[config.mk]
export PLATFORM = sky130hd
export DESIGN_NAME = popcount_enumerator_flat
export DESIGN_NICKNAME = d
export VERILOG_FILES = /design/src/rtl/popcount_enumerator_if.sv /design/src/rtl/popcount_enumerator.sv /design/src/flat_wrapper.sv
export SDC_FILE = /design/constraint.sdc
export NUM_CORES = 1
export LEC_CHECK = 0
export CORE_MARGIN = 2
export CORE_UTILIZATION = 57
export CTS_CLUSTER_DIAMETER = 40
export DETAILED_ROUTE_END_ITERATION = 6
export GPL_TIMING_DRIVEN = 0
export MAX_ROUTING_LAYER = met4
export PLACE_DENSITY = 0.91
export SLEW_MARGIN = 20
export SYNTH_ARGS = -nofsm -noshare
export SYNTH_HDL_FRONTEND = slang
export SYNTH_SLANG_ARGS = --single-unit
[constraint.sdc]
create_clock -name clk -period 7.2 [get_ports clk]
set_clock_uncertainty 0.15 [all_clocks]
set_input_delay 1.44 -clock clk [delete_from_list [all_inputs] [get_ports clk]]
set_output_delay 1.44 -clock clk [all_outputs]
set_load 0.02 [all_outputs]
[src/rtl/popcount_enumerator_if.sv]
// Vector stream from popcount_enumerator to its consumer.
// master drives vec/vec_vld, slave drives vec_rdy.
interface popcount_enumerator_if #(
  parameter int W = 7
) ();
  logic [W-1:0] vec;
  logic         vec_vld;
  logic         vec_rdy;

  modport master (
    output vec,
    output vec_vld,
    input  vec_rdy
  );

  modport slave (
    input  vec,
    input  vec_vld,
    output vec_rdy
  );
endinterface

[src/rtl/popcount_enumerator.sv]
// Emits every W-bit vector of popcount k in ascending order.
// Ports: clk, rst (sync, active high), start, k, abort, busy, done,
// bus (master: vec, vec_vld, vec_rdy), tally when
// POPCOUNT_ENUM_TALLY_EN is defined (handshakes this enumeration).
module popcount_enumerator #(
  parameter  int W  = 7,
  localparam int KW = $clog2(W + 1)
) (
  input  logic          clk,
  input  logic          rst,
  input  logic          start,
  input  logic [KW-1:0] k,
  input  logic          abort,
  output logic          busy,
  output logic          done,
`ifdef POPCOUNT_ENUM_TALLY_EN
  output logic [W-2:0]  tally,
`endif
  popcount_enumerator_if.master bus
);

  typedef enum logic [1:0] {
    IDLE,
    SCAN,
    HOLD,
    DONE
  } state_t;

  state_t        state_q, state_d;
  logic [W-1:0]  cnt_q, cnt_d;
  logic [KW-1:0] k_q, k_d;
  logic [W-1:0]  vec_q, vec_d;
  logic          vld_q, vld_d;
  logic [KW-1:0] pc;
  logic          match;
  logic          last;
  logic          hs;

  always_comb begin
    pc = '0;
    for (int i = 0; i < W; i++) begin
      pc = pc + KW'(cnt_q[i]);
    end
  end

  assign match = (pc == k_q);
  assign last  = (cnt_q == '1);
  assign hs    = (state_q == HOLD) && vld_q && bus.vec_rdy;

  always_comb begin
    state_d = state_q;
    cnt_d   = cnt_q;
    k_d     = k_q;
    vec_d   = vec_q;
    vld_d   = vld_q;
    unique case (state_q)
      IDLE: begin
        if (start) begin
          k_d     = k;
          cnt_d   = '0;
          state_d = SCAN;
        end
      end
      SCAN: begin
        if (match) begin
          vec_d   = cnt_q;
          vld_d   = 1'b1;
          state_d = HOLD;
        end else if (last) begin
          state_d = DONE;
        end else begin
          cnt_d = cnt_q + 1'b1;
        end
      end
      HOLD: begin
        if (hs) begin
          vld_d = 1'b0;
          if (last) begin
            state_d = DONE;
          end else begin
            cnt_d   = cnt_q + 1'b1;
            state_d = SCAN;
          end
        end
      end
      DONE: begin
        state_d = IDLE;
      end
      default: begin
        state_d = IDLE;
      end
    endcase
    // abort overrides everything, including a same-cycle handshake
    if (abort && state_q != IDLE) begin
      state_d = IDLE;
      vld_d   = 1'b0;
      cnt_d   = cnt_q;
    end
  end

  always_ff @(posedge clk) begin
    if (rst) begin
      state_q <= IDLE;
      cnt_q   <= '0;
      k_q     <= '0;
      vec_q   <= '0;
      vld_q   <= 1'b0;
    end else begin
      state_q <= state_d;
      cnt_q   <= cnt_d;
      k_q     <= k_d;
      vec_q   <= vec_d;
      vld_q   <= vld_d;
    end
  end

`ifdef POPCOUNT_ENUM_TALLY_EN
  logic [W-2:0] tally_q;

  always_ff @(posedge clk) begin
    if (rst) begin
      tally_q <= '0;
    end else if (state_q == IDLE && start) begin
      tally_q <= '0;
    end else if (hs && !abort) begin
      tally_q <= tally_q + 1'b1;
    end
  end

  assign tally = tally_q;
`endif

  assign bus.vec     = vec_q;
  assign bus.vec_vld = vld_q;
  assign busy        = (state_q != IDLE);
  assign done        = (state_q == DONE);

endmodule

[src/flat_wrapper.sv]
// flat-port wrapper written by rule: the top's interface ports become plain ports
module popcount_enumerator_flat 
#(
  parameter  int W  = 7,
  localparam int KW = $clog2(W + 1)
)
  (clk, rst, start, k, abort, busy, done, bus_vec, bus_vec_vld, bus_vec_rdy);
  popcount_enumerator_if #(.W(W)) bus_i ();
  input  logic clk;
  input  logic rst;
  input  logic start;
  input  logic [KW-1:0] k;
  input  logic abort;
  output logic busy;
  output logic done;
  output wire logic [$bits(bus_i.vec)-1:0] bus_vec;
  output wire logic [$bits(bus_i.vec_vld)-1:0] bus_vec_vld;
  input wire logic [$bits(bus_i.vec_rdy)-1:0] bus_vec_rdy;
  assign bus_vec = bus_i.vec;
  assign bus_vec_vld = bus_i.vec_vld;
  assign bus_i.vec_rdy = bus_vec_rdy;
  popcount_enumerator #(.W(W)) u_core (.clk(clk), .rst(rst), .start(start), .k(k), .abort(abort), .busy(busy), .done(done), .bus(bus_i));
endmodule
Fig. 1: clock nets
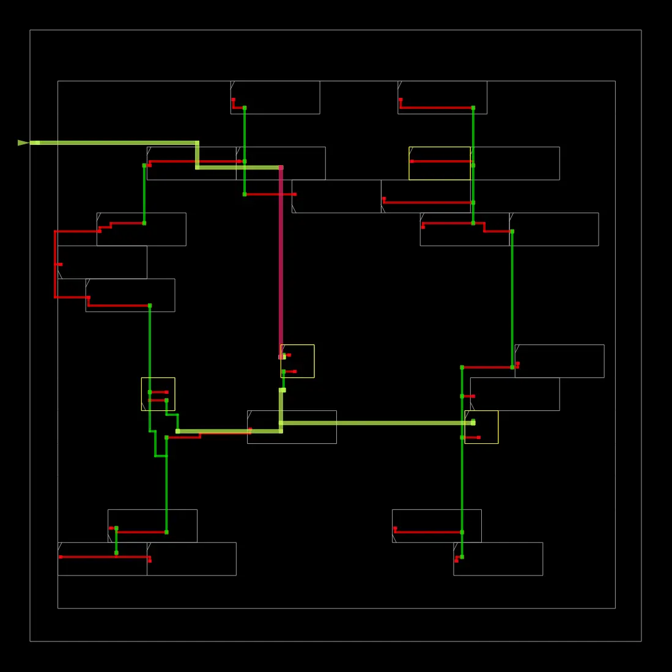
Flops: 20
CTS sink cnt: 20
clock network power: 0.0660 mW
CTS Buf Count: 3
clock buffer count: 4

Fig. 2: clock wires, drivers and flops
Bar = 20 um.
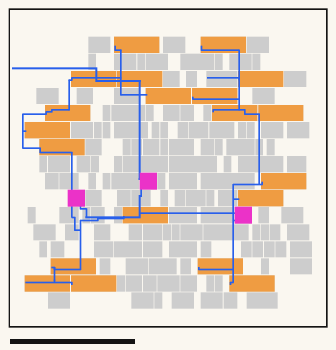
legend:
  clock wires:
    color: blue
    length: 247 um
  flip-flops:
    color: orange
    count: 20
  cells driving clock nets:
    color: magenta
    count: 3
flops lie: spread over the die
routed clock nets: 4

Fig. 3: zoomed window
Window x 20 to 50, y 0 to 30 um. Cells in gray, sequential cells in the stronger gray; small squares are vias.
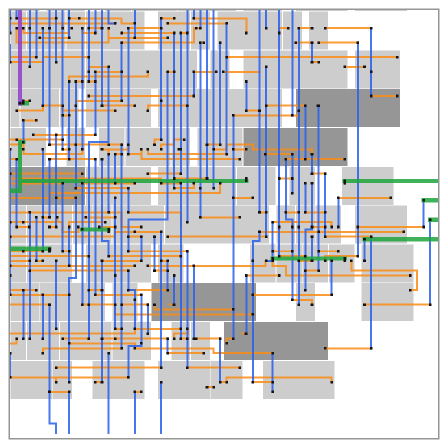
legend:
  met1:
    color: orange
  met3:
    color: green
  met2:
    color: blue
  met4:
    color: purple
sequential cells in the window: 5
netlist names of flops here include: u_core.k_q (3), u_core.state_q (2)
most frequent: clkdlybuf4s50_1 (9), inv_1 (8)
cells with their middle in the window: 68

==> run summary <==
Outcome -> finished clean
Maximum vdd drop -> 0.209 mV
Combinational power -> 0.214 mW
Largest stage delay on the critical path -> 0.56 ns
Fp util -> 0.614
Total power -> 0.419 mW
Synth flops -> 20
CP Data Arrival Time -> 3.88 ns
Comb power frac -> 0.511
Fillers -> 153
Compound Share, Synth -> 0.165
ANT cells -> 0
Most frequent cell after synthesis -> dfxtp_1
Switching Fraction -> 0.417
Slew headroom -> 0.645
Reg power frac -> 0.332
Post-Synth Simple-Gate Area -> 0.235
Setup TNS -> 0 ns
Max clock buf depth -> 2
WP data required -> 7.27 ns
Met1 Usage GRT -> 0.313
Final worst setup slack -> 3.39 ns
Clock slew at reported path FFs -> 0.11 ns
Post-place setup slack -> 3.41 ns
Global-route wire length before repair -> 4.74 mm
DR iter-0 viols -> 23
Mapped Area -> 0.00123 sq mm
PortBufs -> 16
H-tree levels -> 1
Largest logic family -> simple AND/OR/NAND/NOR gates
Post-synth ARST share -> 0
Crit Path Category -> register to register
Row cnt -> 16
CP Capture Type -> register
Cell type with the largest total area -> dfxtp_1
Fin crit share -> 0.529
Number of enable flip-flop cells -> 0
Area after DPL -> 0.00142 sq mm
Worst slew pin tran -> 0.533 ns
Max Fanout on Critical Path -> 6
Largest class -> logic gates
Core footprint -> 0.00200 sq mm
CTS tree -> yes
Inverters -> 16
Antenna Nets Post-Route -> 0
Vias per cell -> 5.78
Crit path from -> u_core.cnt_q[0]
Post-layout minimum cycle time -> 3.81 ns
GRT Overall Usage -> 0.255
Hold endpoint -> u_core.bus.vec_vld
Die Wd -> 50.5 um
Hold buffers post-CTS -> 0
Wire length on met2 -> 1.38 mm
Layout Nets -> 171
Tool Warnings -> 29
Share of cells above drive strength 1 -> 0.105
CP top delay family -> adder cells
Syn_nets -> 150
Worst skew pair latency -> 0.30 ns
Ys cells -> 132
Clk pwr share -> 0.157
DP Cell Count -> 175
Met3 routed WL -> 108 um
Die area -> 0.00255 sq mm
Sw Pwr -> 0.175 mW
Pwr dens -> 287 mW/mm^2
RR Endpoint -> u_core.cnt_q[6]
Seq/total area -> 0.274
Area growth syn-to-layout -> 18.7%
Grt peak-use layer -> met2
Post-cts resize count -> 0
Met2 usage -> 0.430
Worst r2r src -> u_core.cnt_q[0]
Fig. 4: sizing map
Bar = 20 um.
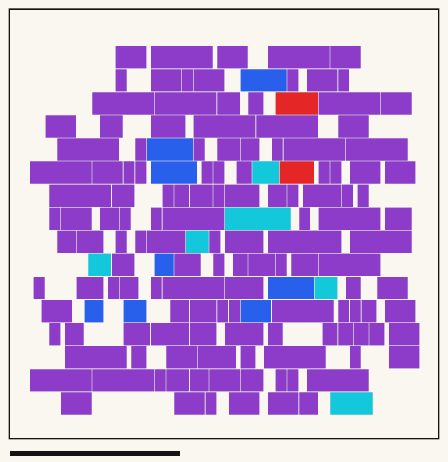
legend:
  drive 1 or less:
    color: purple
    cells: 136
  drive 2:
    color: blue
    cells: 8
  drive 3 to 4:
    color: cyan
    cells: 6
  drive 6 and up:
    color: red
    cells: 2

Fig. 5: where the registers sit
Bar = 20 um. Other sequential cells in the stronger gray, the rest of the logic in the fainter gray.
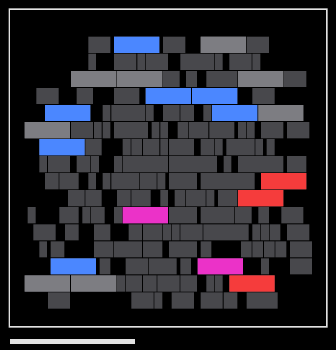
legend:
  u_core.state_q:
    color: magenta
    placed_flops: 2
  u_core.k_q:
    color: red
    placed_flops: 3
  u_core.cnt_q:
    color: blue
    placed_flops: 7
not colored: 8

No activity file was given, so power comes from the tool's default toggle rates.
